`config.mk`:
```
export PLATFORM = sky130hd
export DESIGN_NAME = ber_monitor
export DESIGN_NICKNAME = d
export VERILOG_FILES = /design/src/rtl/comm_pkg.sv /design/src/rtl/ref_fifo.sv /design/src/rtl/ber_monitor.sv
export SDC_FILE = /design/constraint.sdc
export NUM_CORES = 1
export LEC_CHECK = 0
export ABC_AREA = 1
export CAP_MARGIN = 20
export CORE_AREA = 2 2 202 224
export CTS_BUF_LIST = sky130_fd_sc_hd__clkbuf_16
export DETAILED_ROUTE_END_ITERATION = 6
export DIE_AREA = 0 0 204 226
export MAX_ROUTING_LAYER = met4
export PLACE_DENSITY = 0.57
export SYNTH_ARGS = -nofsm -noshare
export SYNTH_HDL_FRONTEND = slang
export SYNTH_SLANG_ARGS = --single-unit
```
`constraint.sdc`:
```
create_clock -name clk -period 5.9 [get_ports clk]
set_input_delay 1.475 -clock clk [delete_from_list [all_inputs] [get_ports clk]]
set_output_delay 1.475 -clock clk [all_outputs]
set_load 0.05 [all_outputs]
```
`src/rtl/comm_pkg.sv`:
```
// Shared types and helpers for the link-quality monitor chain.
// Popcount and saturating add work on a 64-bit carrier; callers cast in and out.
package comm_pkg;

    localparam int DATA_W = 16;
    localparam int WIDE_W = 64;

    typedef enum logic [1:0] {
        ST_IDLE,
        ST_RUN,
        ST_DONE
    } state_t;

    typedef logic [WIDE_W-1:0] wide_t;
    typedef logic [6:0]        pop_t;

    function automatic pop_t popcount(input wide_t v);
        pop_t n;
        n = '0;
        for (int i = 0; i < WIDE_W; i++) begin
            n = n + pop_t'(v[i]);
        end
        return n;
    endfunction

    function automatic wide_t sat_add(
        input wide_t a,
        input wide_t b,
        input wide_t max
    );
        logic [WIDE_W:0] s;
        s = {1'b0, a} + {1'b0, b};
        return (s > {1'b0, max}) ? max : s[WIDE_W-1:0];
    endfunction

endpackage

```
`src/rtl/ref_fifo.sv`:
```
// Reference-word queue absorbing the transmit-to-decode pipeline latency.
// Pointers carry one extra wrap bit to tell full from empty.
module ref_fifo #(
    parameter int DATA_W     = 16,
    parameter int FIFO_DEPTH = 8
) (
    input  logic              clk,
    input  logic              rst,
    input  logic              flush,
    input  logic              push,
    input  logic              pop,
    input  logic [DATA_W-1:0] din,
    output logic [DATA_W-1:0] dout,
    output logic              full,
    output logic              empty
);

    localparam int AW = $clog2(FIFO_DEPTH);
    localparam logic [AW:0] PTR_ONE = 1;

    logic [AW:0]       wr_ptr_q, wr_ptr_d;
    logic [AW:0]       rd_ptr_q, rd_ptr_d;
    logic [DATA_W-1:0] mem_q [FIFO_DEPTH];

    always_comb begin
        wr_ptr_d = wr_ptr_q;
        rd_ptr_d = rd_ptr_q;
        if (flush) begin
            wr_ptr_d = '0;
            rd_ptr_d = '0;
        end else begin
            if (push) wr_ptr_d = wr_ptr_q + PTR_ONE;
            if (pop)  rd_ptr_d = rd_ptr_q + PTR_ONE;
        end
    end

    always_ff @(posedge clk or negedge rst) begin
        if (!rst) begin
            wr_ptr_q <= '0;
            rd_ptr_q <= '0;
        end else begin
            wr_ptr_q <= wr_ptr_d;
            rd_ptr_q <= rd_ptr_d;
        end
    end

    always_ff @(posedge clk) begin
        if (push && !flush) mem_q[wr_ptr_q[AW-1:0]] <= din;
    end

    assign dout  = mem_q[rd_ptr_q[AW-1:0]];
    assign empty = (wr_ptr_q == rd_ptr_q);
    assign full  = (wr_ptr_q[AW] != rd_ptr_q[AW]) &&
                   (wr_ptr_q[AW-1:0] == rd_ptr_q[AW-1:0]);

endmodule

```
`src/rtl/ber_monitor.sv`:
```
// Bit-error-rate sink: queues source words, compares decoded words, keeps stats.
// Optional first-error frame capture under BER_MONITOR_FIRST_ERR_EN.
module ber_monitor #(
    parameter int DATA_W     = comm_pkg::DATA_W,
    parameter int FIFO_DEPTH = 8,
    parameter int CNT_W      = 32,
    parameter int NUM_FRAMES = 64
) (
    input  logic              clk,
    input  logic              rst,
    input  logic              start,
    input  logic              stop,
    input  logic              clear,
    input  logic              ref_valid,
    input  logic [DATA_W-1:0] ref_data,
    input  logic              dec_valid,
    input  logic [DATA_W-1:0] dec_data,
    output logic              busy,
    output logic              done,
    output logic [CNT_W-1:0]  bit_err_cnt,
    output logic [CNT_W-1:0]  frame_err_cnt,
    output logic [CNT_W-1:0]  frame_cnt,
`ifdef BER_MONITOR_FIRST_ERR_EN
    output logic [CNT_W-1:0]  first_err_frame,
    output logic              first_err_valid,
`endif
    output logic              fifo_ovf,
    output logic              fifo_udf
);

    import comm_pkg::*;

    localparam int               EW      = $clog2(DATA_W + 1);
    localparam wide_t            CNT_MAX = wide_t'({CNT_W{1'b1}});
    localparam logic [CNT_W-1:0] QUOTA   = CNT_W'(NUM_FRAMES);

    state_t            state_q, state_d;
    logic              upd_q, upd_d;
    logic [EW-1:0]     e_q, e_d;
    logic [CNT_W-1:0]  frame_cnt_q, frame_cnt_d;
    logic [CNT_W-1:0]  bit_err_cnt_q, bit_err_cnt_d;
    logic [CNT_W-1:0]  frame_err_cnt_q, frame_err_cnt_d;
    logic              ovf_q, ovf_d;
    logic              udf_q, udf_d;

    logic              in_run, quota_hit, dec_take;
    logic              push, pop, full, empty;
    logic [DATA_W-1:0] head;
    logic [CNT_W-1:0]  frame_inc;

    ref_fifo #(
        .DATA_W     (DATA_W),
        .FIFO_DEPTH (FIFO_DEPTH)
    ) u_ref_fifo (
        .clk   (clk),
        .rst   (rst),
        .flush (clear),
        .push  (push),
        .pop   (pop),
        .din   (ref_data),
        .dout  (head),
        .full  (full),
        .empty (empty)
    );

    // Quota is judged on the value frame_cnt is about to take this cycle.
    always_comb begin
        in_run    = (state_q == ST_RUN);
        frame_inc = CNT_W'(sat_add(wide_t'(frame_cnt_q), wide_t'(1), CNT_MAX));
        quota_hit = in_run && upd_q && (NUM_FRAMES != 0) && (frame_inc == QUOTA);
        dec_take  = in_run && dec_valid && !quota_hit && !clear;
        pop       = dec_take && !empty;
        push      = in_run && ref_valid && !clear && (!full || pop);
        upd_d     = pop;
        e_d       = EW'(popcount(wide_t'(dec_data ^ head)));
    end

    always_comb begin
        state_d = state_q;
        unique case (state_q)
            ST_IDLE: if (start) state_d = ST_RUN;
            ST_RUN:  if (stop || quota_hit) state_d = ST_DONE;
            ST_DONE: state_d = ST_DONE;
            default: state_d = ST_IDLE;
        endcase
        if (clear) state_d = ST_IDLE;
    end

    always_comb begin
        frame_cnt_d     = frame_cnt_q;
        bit_err_cnt_d   = bit_err_cnt_q;
        frame_err_cnt_d = frame_err_cnt_q;
        ovf_d = ovf_q || (in_run && ref_valid && full && !pop);
        udf_d = udf_q || (dec_take && empty);
        if (upd_q) begin
            frame_cnt_d     = frame_inc;
            bit_err_cnt_d   = CNT_W'(sat_add(wide_t'(bit_err_cnt_q),
                                             wide_t'(e_q), CNT_MAX));
            frame_err_cnt_d = CNT_W'(sat_add(wide_t'(frame_err_cnt_q),
                                             wide_t'(e_q != '0), CNT_MAX));
        end
        if (clear) begin
            frame_cnt_d     = '0;
            bit_err_cnt_d   = '0;
            frame_err_cnt_d = '0;
            ovf_d           = 1'b0;
            udf_d           = 1'b0;
        end
    end

    always_ff @(posedge clk or negedge rst) begin
        if (!rst) begin
            state_q         <= ST_IDLE;
            upd_q           <= 1'b0;
            e_q             <= '0;
            frame_cnt_q     <= '0;
            bit_err_cnt_q   <= '0;
            frame_err_cnt_q <= '0;
            ovf_q           <= 1'b0;
            udf_q           <= 1'b0;
        end else begin
            state_q         <= state_d;
            upd_q           <= upd_d;
            e_q             <= e_d;
            frame_cnt_q     <= frame_cnt_d;
            bit_err_cnt_q   <= bit_err_cnt_d;
            frame_err_cnt_q <= frame_err_cnt_d;
            ovf_q           <= ovf_d;
            udf_q           <= udf_d;
        end
    end

`ifdef BER_MONITOR_FIRST_ERR_EN
    logic [CNT_W-1:0] first_err_frame_q, first_err_frame_d;
    logic             first_err_valid_q, first_err_valid_d;

    // Index is the pre-increment count, i.e. the 0-based frame number.
    always_comb begin
        first_err_frame_d = first_err_frame_q;
        first_err_valid_d = first_err_valid_q;
        if (upd_q && (e_q != '0) && !first_err_valid_q) begin
            first_err_frame_d = frame_cnt_q;
            first_err_valid_d = 1'b1;
        end
        if (clear) begin
            first_err_frame_d = '0;
            first_err_valid_d = 1'b0;
        end
    end

    always_ff @(posedge clk or negedge rst) begin
        if (!rst) begin
            first_err_frame_q <= '0;
            first_err_valid_q <= 1'b0;
        end else begin
            first_err_frame_q <= first_err_frame_d;
            first_err_valid_q <= first_err_valid_d;
        end
    end

    assign first_err_frame = first_err_frame_q;
    assign first_err_valid = first_err_valid_q;
`endif

    assign busy          = (state_q == ST_RUN);
    assign done          = (state_q == ST_DONE);
    assign frame_cnt     = frame_cnt_q;
    assign bit_err_cnt   = bit_err_cnt_q;
    assign frame_err_cnt = frame_err_cnt_q;
    assign fifo_ovf      = ovf_q;
    assign fifo_udf      = udf_q;

endmodule

```
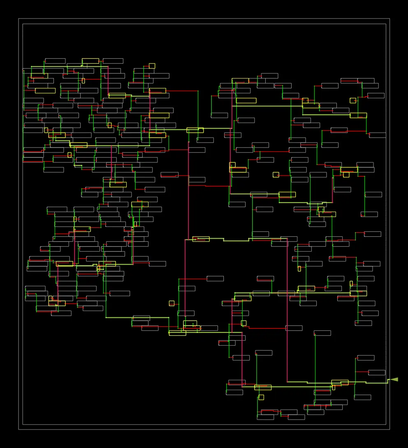
(images/clock_nets.png)
clk_lat worst skew: 580 ps
Power Clock: 1.82 mW
clock buf count: 29
CTS Sinks: 242

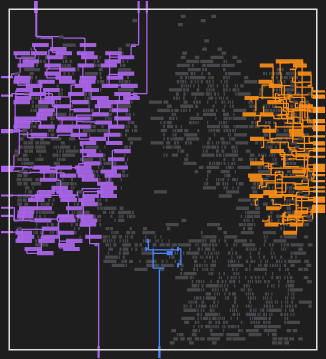
(images/port_trees.png)
Scale: 1.5 px per µm.
frame_err_cnt -> orange  # bits 32, direction output, end cells 32, wire 1,530 µm
clear -> blue  # bits 1, direction input, end cells 5, wire 123 µm
ref_data -> purple  # bits 16, direction input, end cells 128, wire 1,570 µm
I/O pins: 139
Port Buf Inserts: 138

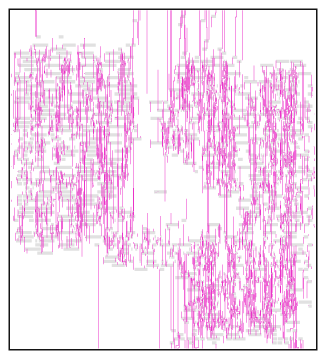
(images/m2.png)
Scale: 1.5 px per µm. Cells faint in the background.
main direction = vertical
nets with wire on the layer = 1,358
longest straight run = 89.8 µm
wire length on this layer = 18,100 µm
share of all routed wire = 48%

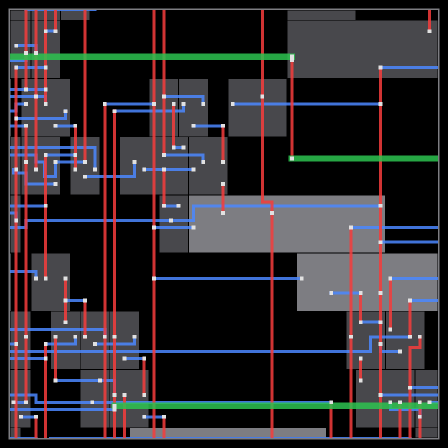
(images/closeup.png)
Region (143, 160) to (163, 180) µm. Cells in gray, sequential cells in the stronger gray; small squares are vias.
M3 -> green
M2 -> red
M1 -> blue
netlist names of flops here include = bit_err_cnt (1), frame_err_cnt (1)
cells with their middle in the window = 26
sequential cells in the window = 2
most frequent = nand2_1 (6), o21ai_0 (4), inv_1 (3)

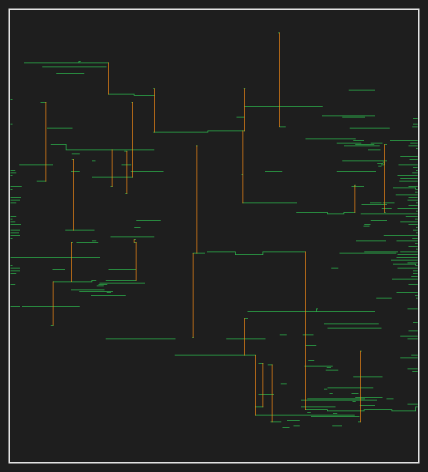
(images/layers.png)
Scale: 2 px per µm. Two of the layers only.
M4 -> orange  # wire length 711 µm
M3 -> green  # wire length 2,090 µm
detailed-route via count: 10,984
per-cell routed wire length: 17.0 µm
drt total wl: 37.6 mm
gr usage total: 16.9%

==> summary.txt <==
Status: finished clean
CTS hold repair buffers: 0
TritonCTS Buffers: 29
Int Pwr: 3.13 mW
Layout area overhead: 23.0%
GR Overflow Total: 0
FP Util: 29.6%
Most common logic cell in the routed design: nand2_1
Critical path arrival: 5190 ps
Largest cells by area: edfxtp_1 (30%), dfrtp_1 (22%), nand2_1 (8.9%)
RSZ-0062 raised after global routing: false
Setup TNS: 0 ps
Layout cell share with drive strength beyond 1: 8.66%
Largest power group: sequential cells
WHS: 491 ps
Synth area leader: edfxtp_1
Antenna violations before repair: 0
Post-place instance area: 15,100 µm²
Nets@finish: 1,675
Cts repair resizes: 0
Area reported by Yosys stat: 13,000 µm²
Setup Fix Bufs, Post-CTS: 0
Setup CP Type: reg -> reg
H-tree levels: 1
Die Y: 226 µm
Critical path buffer and inverter count: 2
R2r setup slk: 1170 ps
Die area: 46,100 µm²
Worst relative slew slack: 31.4%
Mapped Area: 13,000 µm²
Crit-path leading delay family: adder cells
Cells after DPL: 2,156
Yosys Warn Count: 0
First-pass GRT wire length: 59.9 mm
Count of final setup violators: 0
# DRC: 0
R2r endpoint: e_q[2]$_DFF_PN0_
Stages on the worst setup path: 13
Hold path cells: 1
VDD IR max: 0.243 mV
Seq group: 1.87 mW
Reg2reg start: u_ref_fifo.rd_ptr_q[0]$_DFFE_PN0P_
Max incr delay on CP: 550 ps
CTS tree: built
Final Skew: 15.0 ps
Violation count after the first detailed-route iteration: 693
Maximum root-to-sink buffer count: 3
CP Capture Type: flip-flop
Core area: 44,000 µm²
Worst Hold Endpoint: fifo_udf$_DFF_PN0_
Switching part of the total: 27.7%
Crit-path cells: buf_4 > o21ai_0 > o221ai_1 > o21ai_0 > xnor2_1 > fa_1 > fa_1 > fa_1 > fa_1 > ha_1 > inv_1 > fa_1 > xnor2_1
Combinational Power: 0.641 mW
Global placement routability congestion: 0.901
Area fraction of the dominant cell type after synthesis: 29.5%
Fmax: 0.212 GHz
Hold crit path type: reg -> reg
Yosys stat cell total: 1,472
Final hold vios: 0
Post-route antenna net violation count: 0
DP HPWL: 25.2 mm
Syn_area_per_cell: 8.85 µm²
Switching power: 1.20 mW
Comb power frac: 14.8%
Inserted Diodes: 0
Seq share, synth: 51.4%
Clock-pin transition on the worst setup and hold timing paths: 70 ps
Startpoint types: flip-flop
Number of global-route vias before repair: 10,938
Fin area: 16,000 µm²
Num rows: 81
Final non-filler cell total: 2,210
Pwr per Cell Area: 270 nW/µm²
Min-delay src: fifo_udf$_DFF_PN0_
Post-synth cell types: 49
Final max-slew violation count: 0
Total power: 4.33 mW
DR vias/cell: 4.97
Most used cell, CP: fa_1
Registers, synthesis: 242
Clk pwr share: 42.0%
Sequential Power Share: 43.2%
Max FFs per register: 128
Die Wd: 204 µm
Final min period: 4730 ps
Setup WS pre-CTS: 794 ps
Tool warning count: 29
Worst EP required: 6360 ps
Max FO, Critical Path: 67
Clock root buffer: clkbuf_16
Max Cap Viol: 0
Setup WS post-layout: 1170 ps
Worst Max-Slew Pin Slew: 1030 ps
First-pass DRT Iterations: 5
Dominant logic cell types in the final layout: nand2_1 (309), o21ai_0 (172), nor2_1 (145), clkdlybuf4s50_1 (137), inv_1 (135)
Util after Layout: 36.4%
Synth Instances: 1,472
Leakage: 6.21 nW
R2R depth: 13
Largest net degree at the start of global routing: 68
Slowest stage cell on the critical path: fa_1
Fin crit share: 80.1%
Syn nets: 1,541
-- cell families after synthesis --
group / share of synthesized area, %
flip-flops: 51.4
AND-OR/OR-AND: 12.1
adder cells (fa/ha/maj): 3.52
AND/OR/NAND/NOR: 23.0
XOR/XNOR: 3.97
buffers and inverters: 5.94
-- worst max-delay path by stage --
stage	endpoint	slack (ps)	start
detailed placement	e_q[2]$_DFF_PN0_	790	dec_data[0]
CTS	e_q[2]$_DFF_PN0_	1120	u_ref_fifo.rd_ptr_q[0]$_DFFE_PN0P_
global route	e_q[4]$_DFF_PN0_	770	u_ref_fifo.rd_ptr_q[0]$_DFFE_PN0P_
finish	e_q[2]$_DFF_PN0_	1170	u_ref_fifo.rd_ptr_q[0]$_DFFE_PN0P_
global placement	e_q[2]$_DFF_PN0_	840	dec_data[7]
floorplan	e_q[2]$_DFF_PN0_	1370	dec_data[0]
-- cell usage after synthesis, drive strengths merged --
master,instances
a21oi,44
a221oi,4
a31o,2
and2,1
and3,1
buf,14
clkbuf,41
clkinv,2
dfrtp,114
edfxtp,128
fa,11
ha,19
inv,142
nand2,324
nand3,84
nand3b,1
nand4,27
nor2,166
nor3,32
nor3b,1
nor4,11
o211ai,1
o21a,2
o21ai,181
o21bai,1
o221ai,9
o22ai,43
o32ai,1
or2,6
xnor2,15
xor2,44
-- final cells by class --
type	count	area, µm²
Clock buffer	29	726
Clock inverter	25	240
Fill cell	4535	28000
Inverter	144	542
Multi-Input combinational cell	1031	5570
Sequential cell	242	6700
Tap cell	581	727
Timing Repair Buffer	158	1530
-- layer usage --
layer	wire (µm)	global-route usage, %
met4	711	4.44
met2	18100	28.3
met3	2090	2.11
met1	16700	21.7
met5	0	-
No activity file was given, so power comes from the tool's default toggle rates.
